Fig. 1: run 1, metal layers overlaid
Only two layers are drawn.
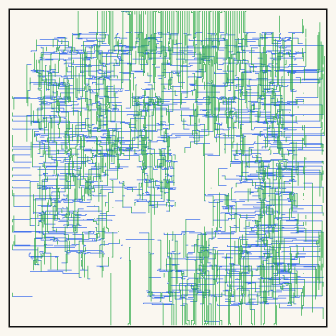
Fig. 2: run 1, nets reached from selected ports
Scale bar: 50 um.
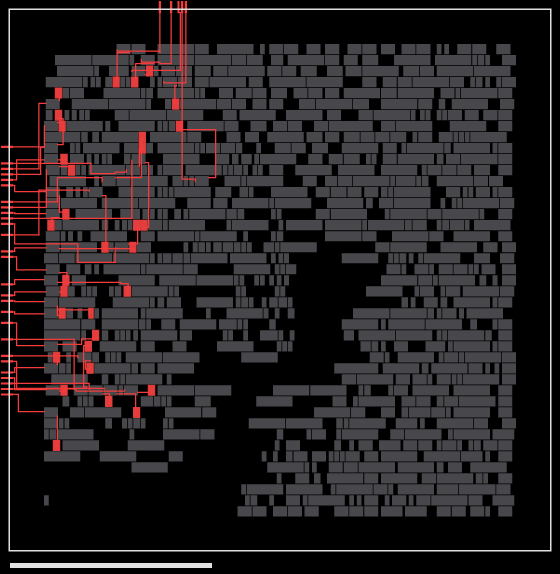
Fig. 3: run 1, register map, names as in the netlist
Scale bar: 50 um. Other sequential cells in the stronger grey, the rest of the logic in the fainter grey.
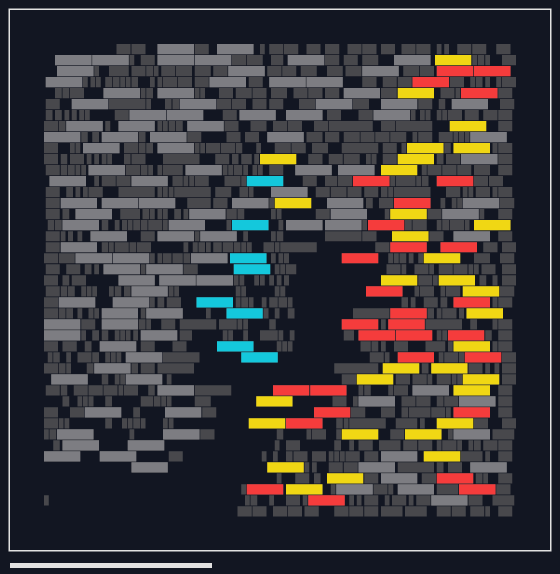
**src/rtl/mem_access_unit.sv**
```systemverilog
// mem_access_unit: MEM-stage load/store unit with a req/ack memory handshake,
// upstream stall generation and the MEM/WB pipeline register.
module mem_access_unit #(
    parameter int unsigned ACK_TIMEOUT = 255
) (
    input  logic        clk_i,
    input  logic        rst_i,
    input  logic        RegWrite_i,
    input  logic        MemToReg_i,
    input  logic        MemRead_i,
    input  logic        MemWrite_i,
    input  logic [31:0] ALUresult_i,
    input  logic [31:0] Readdata2_i,
    input  logic [4:0]  INS_11_7_i,
    output logic        mem_enable_o,
    output logic        mem_write_o,
    output logic [31:0] mem_addr_o,
    output logic [31:0] mem_data_o,
    input  logic        mem_ack_i,
    input  logic [31:0] mem_data_i,
    output logic        stall_o,
    output logic        err_o,
    output logic        RegWrite_o,
    output logic        MemToReg_o,
    output logic [31:0] ALUresult_o,
    output logic [31:0] ReadData_o,
    output logic [4:0]  INS_11_7_o
);
    typedef enum logic [1:0] {IDLE, REQ, DONE} state_t;
    localparam logic [7:0] TIMEOUT = 8'(ACK_TIMEOUT);
    state_t state_q, state_d;
    logic [7:0] cnt_q, cnt_d;
    logic wr_q, wr_d, abort_q, abort_d, err_q, err_d;
    logic [31:0] addr_q, addr_d, wdata_q, wdata_d, rdata_q, rdata_d;
    logic wb_rw_q, wb_rw_d, wb_m2r_q, wb_m2r_d;
    logic [31:0] wb_alu_q, wb_alu_d, wb_data_q, wb_data_d;
    logic [4:0] wb_rd_q, wb_rd_d;
    logic access, go, timeout;
    assign access = MemRead_i | MemWrite_i;
    assign go = access && ALUresult_i[1:0] == 2'b00;
    assign timeout = cnt_q + 8'd1 == TIMEOUT;
    always_ff @(posedge clk_i or posedge rst_i) begin
        if (rst_i) state_q <= IDLE;
        else state_q <= state_d;
    end
    always_comb begin
        state_d = state_q;
        case (state_q)
            IDLE:    state_d = go ? REQ : IDLE;
            REQ:     state_d = mem_ack_i || timeout ? DONE : REQ;
            default: state_d = IDLE;
        endcase
    end
    always_comb begin
        stall_o = !rst_i && (state_q == REQ || (state_q == IDLE && go));
        mem_enable_o = state_q == REQ;
        cnt_d = '0;
        wr_d = wr_q;
        addr_d = addr_q;
        wdata_d = wdata_q;
        rdata_d = rdata_q;
        abort_d = abort_q;
        err_d = 1'b0;
        wb_rw_d = 1'b0;
        wb_m2r_d = 1'b0;
        wb_alu_d = '0;
        wb_data_d = '0;
        wb_rd_d = '0;
        case (state_q)
            IDLE: begin
                if (go) begin
                    wr_d = MemWrite_i;
                    addr_d = {ALUresult_i[31:2], 2'b00};
                    wdata_d = Readdata2_i;
                    rdata_d = '0;
                    abort_d = 1'b0;
                end else begin
                    // any access reaching here is misaligned and is dropped
                    wb_rw_d = RegWrite_i && !access;
                    wb_m2r_d = MemToReg_i;
                    wb_alu_d = ALUresult_i;
                    wb_rd_d = INS_11_7_i;
                    err_d = access;
                end
            end
            REQ: begin
                cnt_d = mem_ack_i || timeout ? 8'd0 : cnt_q + 8'd1;
                rdata_d = mem_ack_i ? (wr_q ? 32'd0 : mem_data_i) : rdata_q;
                abort_d = !mem_ack_i && timeout;
            end
            default: begin
                wb_rw_d = RegWrite_i && !abort_q;
                wb_m2r_d = MemToReg_i;
                wb_alu_d = ALUresult_i;
                wb_data_d = rdata_q;
                wb_rd_d = INS_11_7_i;
                err_d = abort_q;
            end
        endcase
    end
    always_ff @(posedge clk_i or posedge rst_i) begin
        if (rst_i) begin
            cnt_q <= '0;
            wr_q <= 1'b0;
            addr_q <= '0;
            wdata_q <= '0;
            rdata_q <= '0;
            abort_q <= 1'b0;
            err_q <= 1'b0;
            wb_rw_q <= 1'b0;
            wb_m2r_q <= 1'b0;
            wb_alu_q <= '0;
            wb_data_q <= '0;
            wb_rd_q <= '0;
        end else begin
            cnt_q <= cnt_d;
            wr_q <= wr_d;
            addr_q <= addr_d;
            wdata_q <= wdata_d;
            rdata_q <= rdata_d;
            abort_q <= abort_d;
            err_q <= err_d;
            wb_rw_q <= wb_rw_d;
            wb_m2r_q <= wb_m2r_d;
            wb_alu_q <= wb_alu_d;
            wb_data_q <= wb_data_d;
            wb_rd_q <= wb_rd_d;
        end
    end
    assign mem_write_o = wr_q;
    assign mem_addr_o = addr_q;
    assign mem_data_o = wdata_q;
    assign err_o = err_q;
    assign RegWrite_o = wb_rw_q;
    assign MemToReg_o = wb_m2r_q;
    assign ALUresult_o = wb_alu_q;
    assign ReadData_o = wb_data_q;
    assign INS_11_7_o = wb_rd_q;
endmodule

```
**config.mk**
```make
export PLATFORM = sky130hd
export DESIGN_NAME = mem_access_unit
export DESIGN_NICKNAME = d
export VERILOG_FILES = /design/src/rtl/mem_access_unit.sv
export SDC_FILE = /design/constraint.sdc
export NUM_CORES = 1
export LEC_CHECK = 0
export ABC_AREA = 1
export ABC_CLOCK_PERIOD_IN_PS = 11000
export CORE_MARGIN = 8
export CORE_UTILIZATION = 48
export DETAILED_ROUTE_END_ITERATION = 8
export HOLD_SLACK_MARGIN = 0.08
export PLACE_DENSITY = 0.86
export SYNTH_ARGS = -nofsm -noshare
export SYNTH_HDL_FRONTEND = slang
export SYNTH_SLANG_ARGS = --single-unit
```
**constraint.sdc**
```tcl
create_clock -name clk_i -period 11 [get_ports clk_i]
set_input_delay 2.2 -clock clk_i [delete_from_list [all_inputs] [get_ports clk_i]]
set_output_delay 2.2 -clock clk_i [all_outputs]
set_load 0.01 [all_outputs]
```
==> run summary, run 1 <==
fraction of layout cells with a size suffix above 1 - 9.217%
Pins Over Slew Limit - 0
fin nets - 965
CP arrival - 3.77 ns
Post-Layout Cell Count - 1048
met2 WL - 9055 um
Max Clock Skew - 0.005781 ns
final setup fails - 0
global routing usage on met2 - 34.40%
Clk. pwr - 0.613 mW
#MultiIn Comb - 292
non-clk buf share - 25.30%
Iteration-0 DRC Markers - 313
# Cells Yosys - 614
multi-input combinational area share - 16.15%
Synth mux share - 6.126%
Well Taps - 180
CTS Hold Bufs - 0
crit path max fanout - 3
maximum VDD drop - 0.1241 mV
reg2reg setup slack - 8.75 ns
Yosys top cell by area - dfrtp_1
XOR Share, Synth - 0%
Post-CTS Setup Bufs - 0
Buffers excl. clock - 249
vias in the first global route - 5195
worst slew pin tran - 1.058 ns
Layout area overhead - 48.10%
Worst Reg2Reg Path Length in Cells - 5
FP Core Util - 48.43%
clock-pin slew on the worst setup and hold paths - 0.06 ns
Latency at later pin - 0.41 ns
largest class - sequential cells
setup ws final - 5.033 ns
met3 wire len - 1644 um
Cell Area, Placed - 9186 sq um
Syn Area/Cell - 10.78 sq um
Sw Ratio - 26.14%
Yosys Chip Area - 6618 sq um
number of non-clock inverters - 117
met1 usage - 23.29%
Die Wd - 133.4 um
tool warning count - 27
Cell area leaders - dfrtp_1 67%, inv_1 6.5%, o21ai_0 4.8%
Netlist cell types - 24
GRT busiest layer - met2
CP startpoint kind - input port
Pwr top - sequential cells
placed cell count - 1016
Comb group - 0.414 mW
clk sinks - 178
Routability Congestion - 0.7546
Root Buffer - clkbuf_16
DR top layer - met4
MaxCap Viol Count - 0
vias per inst - 4.760
cycle use final - 54.25%
fa+ha+maj area frac - 0.3781%
Worst R2R Start - state_q[1]
AO/OA Area Share - 5.597%
chip area - 17800 sq um
Data required, critical path - 8.80 ns
Resize count post-CTS - 0
post-route ant nets - 0
first-pass GRT wire length - 28320 um
num rows - 43
status - finished, final reports clean
power density over cell area - 186.7 nW/um^2
fin area - 9801 sq um
Seq pwr share - 43.9%
Back to the opening pictures, Fig. 1:
| colour | layer | wire length |
|---|---|---|
| green | metal 2 | 9060 um |
| blue | metal 1 | 7070 um |
DR vias: 4989
drt wl/cell: 17.23 um
Detailed Route WL: 18060 um
gr usage total: 20.47%

Back to the opening pictures, Fig. 2:
| colour | port | direction | edge | end cells | buffers | wire |
|---|---|---|---|---|---|---|
| red | mem_data_i | input | 27 left, 5 top | 32 | 32 | 892 um |
IO Count: 247
port bufs: 244

Back to the opening pictures, Fig. 3:
| colour | signal | sequential cells |
|---|---|---|
| yellow | ALUresult_o | 32 |
| red | mem_addr_o | 30 |
| cyan | cnt_q | 8 |
Final Core Density: 71.72%
sequential power: 0.803 mW
FF+latch area: 4454 sq um
sequential cell area share: 45.45%

run 1: cells in the mapped netlist (3+ instances only):
master    instances
o21ai_0          63
dfrtp_1         178
mux2_4            9
nand3_1          37
clkbuf_1          9
buf_6             3
nand2_1          84
nor2_1           57
buf_2            14
nand2_2           3
mux2_2           24
inv_1           115
run 1: worst max-delay path by stage:
stage                           from             end
final                     MemWrite_i         stall_o
after global routing      MemWrite_i         stall_o
after CTS                 MemWrite_i         stall_o
after detailed placement  MemWrite_i         stall_o
after global placement    MemWrite_i         stall_o
after floorplan                rst_i  ALUresult_o[0]
run 1: critical path, stage by stage:
cell and delay (ns):
clkdlybuf4s50_1 0.42, nor2_1 0.33, nand2_1 0.13, nand3_1 0.16, nor2_1 0.05, clkdlybuf4s50_1 0.48
==> run 1 -> run 2 <==
- ABC_CLOCK_PERIOD_IN_PS: 11000 -> 5900
- CORE_UTILIZATION: 48 -> 44
- PLACE_DENSITY: 0.86 -> 0.8
- clock period: 11 -> 5.9 ns (I/O delays scaled with it)
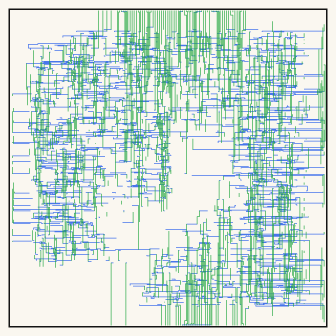
Fig. 4. Metal layers overlaid (run 2).
Only two layers are drawn.
| colour | layer | wire length |
|---|---|---|
| blue | metal 1 | 6950 um |
| green | metal 2 | 8510 um |
gr usage total: 19.00%
DR vias: 4887
Detailed Route WL: 17810 um

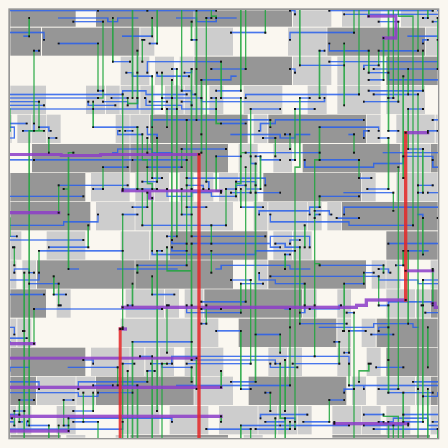
Fig. 5. Layout detail (run 2).
Window x 15 to 55, y 84 to 124 um. Cells in grey, sequential cells in the stronger grey; small squares are vias.
| colour | layer |
|---|---|
| purple | metal 3 |
| green | metal 2 |
| red | metal 4 |
| blue | metal 1 |
cells with their middle in the window: 126
most frequent: dfrtp_1 (28), inv_1 (28), clkdlybuf4s50_1 (22)
netlist names of flops here include: ReadData_o (14), rdata_q (12), mem_data_o (2)
sequential cells in the window: 28

==> run summary, run 2 <==
status - finished, final reports clean
sequential cell area share - 45.47%
delay-heaviest family, CP - buffers and inverters
core area - 14920 sq um
most frequent cell after synthesis - dfrtp_1
clock-pin slew on the worst setup and hold paths - 0.07 ns
crit path max fanout - 3
Die Wd - 138.6 um
Final Hold Vio Count - 0
Post-synth top cells - 178 x dfrtp_1, 115 x inv_1, 84 x nand2_1
CP arrival - 2.87 ns
RSZ-0062 raised after global routing - no
Worst R2R Start - state_q[1]
Cell Area, Placed - 9200 sq um
synthesized area - 6618 sq um
Routability Congestion - 0.7768
Post-Layout Cell Count - 1055
non-clk buf share - 25.36%
final setup fails - 0
CTS Hold Bufs - 0
#MultiIn Comb - 292
crit path launch - ALUresult_i[0]
IO Count - 247
MaxCap Viol Count - 0
clk sinks - 178
flip-flops - 178
chip area - 19220 sq um
most numerous logic cell after layout - clkdlybuf4s50_1
synthesized instance count - 614
EDFF count, synth - 0
Critical Path Stages - 5
f_max - 0.2468 GHz
Worst Reg2Reg Path Length in Cells - 7
Root Buffer - clkbuf_16
Slew headroom - 29.33%
post-placement setup slack - 1.853 ns
power density over cell area - 346.5 nW/um^2
fin area - 9797 sq um
Final Core Density - 65.66%
Buffers excl. clock - 248
post-route ant nets - 0
vias per inst - 4.632
Well Taps - 188
delay of the slowest cell on the worst path - 0.56 ns
reg2reg setup slack - 3.41 ns
cell mode on critical path - clkdlybuf4s50_1
Hold Path Sink - ReadData_o[9]
Min Hold Slack - 0.4617 ns
layout clock buffer count - 17
Latency at later pin - 0.42 ns
num rows - 45
setup ws final - 1.849 ns
port bufs - 244
CP startpoint kind - input port
FF+latch area - 4454 sq um
tool warning count - 29
# Cells Yosys - 614
FP Core Util - 44.35%
Resize count post-CTS - 0
CP endpoint kind - primary output
CTS buffer count - 17
placed cell count - 1023
Post-CTS Setup Bufs - 0
Layout area overhead - 48.04%
Max Clock Skew - 0.007642 ns
HPWL Detailed - 12660 um
first-pass GRT wire length - 28760 um
vias in the first global route - 5135
Commonest flop - dfrtp_1
drt wl/cell - 16.88 um
sequential fraction of the synthesis area - 67.31%
number of non-clock inverters - 117
WP buf/inv - 2
cycle use final - 68.67%
Yosys top cell by area - dfrtp_1
Layout clock area frac - 6.092%
multi-input combinational area share - 16.16%
fraction of layout cells with a size suffix above 1 - 9.112%
Critical path destination - stall_o
CP max stage cell - clkdlybuf4s50_1
Syn Area/Cell - 10.78 sq um
Yosys Chip Area - 6618 sq um
largest class - sequential cells
Pins Over Slew Limit - 0
Critical Path, Cell by Cell - clkdlybuf4s50_1 > o21ai_0 > nand3_1 > nor2_1 > clkdlybuf4s50_1
Data required, critical path - 4.72 ns
Max-area cell share - 67.31%
Iteration-0 DRC Markers - 211
number of diodes - 0
worst slew pin tran - 1.060 ns
fin nets - 964
Leak - 4.695 nW
Yosys reg bits - 178
Netlist cell types - 24
ys async rst share - 100.0%
Cell area leaders - dfrtp_1 67%, inv_1 6.5%, o21ai_0 4.8%
maximum VDD drop - 0.2032 mV
run 2: where the power goes:
| group | internal, mW | total [mW] | switching, mW |
|---|---|---|---|
| Sequential | 1.40 | 1.50 | 0.0913 |
| Combinational | 0.430 | 0.771 | 0.341 |
| Clock | 0.635 | 1.13 | 0.494 |
run 2: cell families after synthesis:
group / Yosys count / synth area share [%]
mux: 33 / 6.126
flops: 178 / 67.31
compound gates: 70 / 5.597
simple gates: 185 / 11.59
buf+inv: 145 / 8.943
other cells: 1 / 0.05667
fa+ha+maj: 2 / 0.3781
run 2: per-layer routing:
metal  wire length [um]  track usage [%]  part of all wire, %  up-vias
met5                  0                0                    0        -
met4                459            7.244                  2.6        0
met3               1894            9.795                   11       27
met2               8507            30.36                   48      191
met1               6951            21.25                   39     2321
li1                   -                -                    -     2348
No activity file was given, so power comes from the tool's default toggle rates.
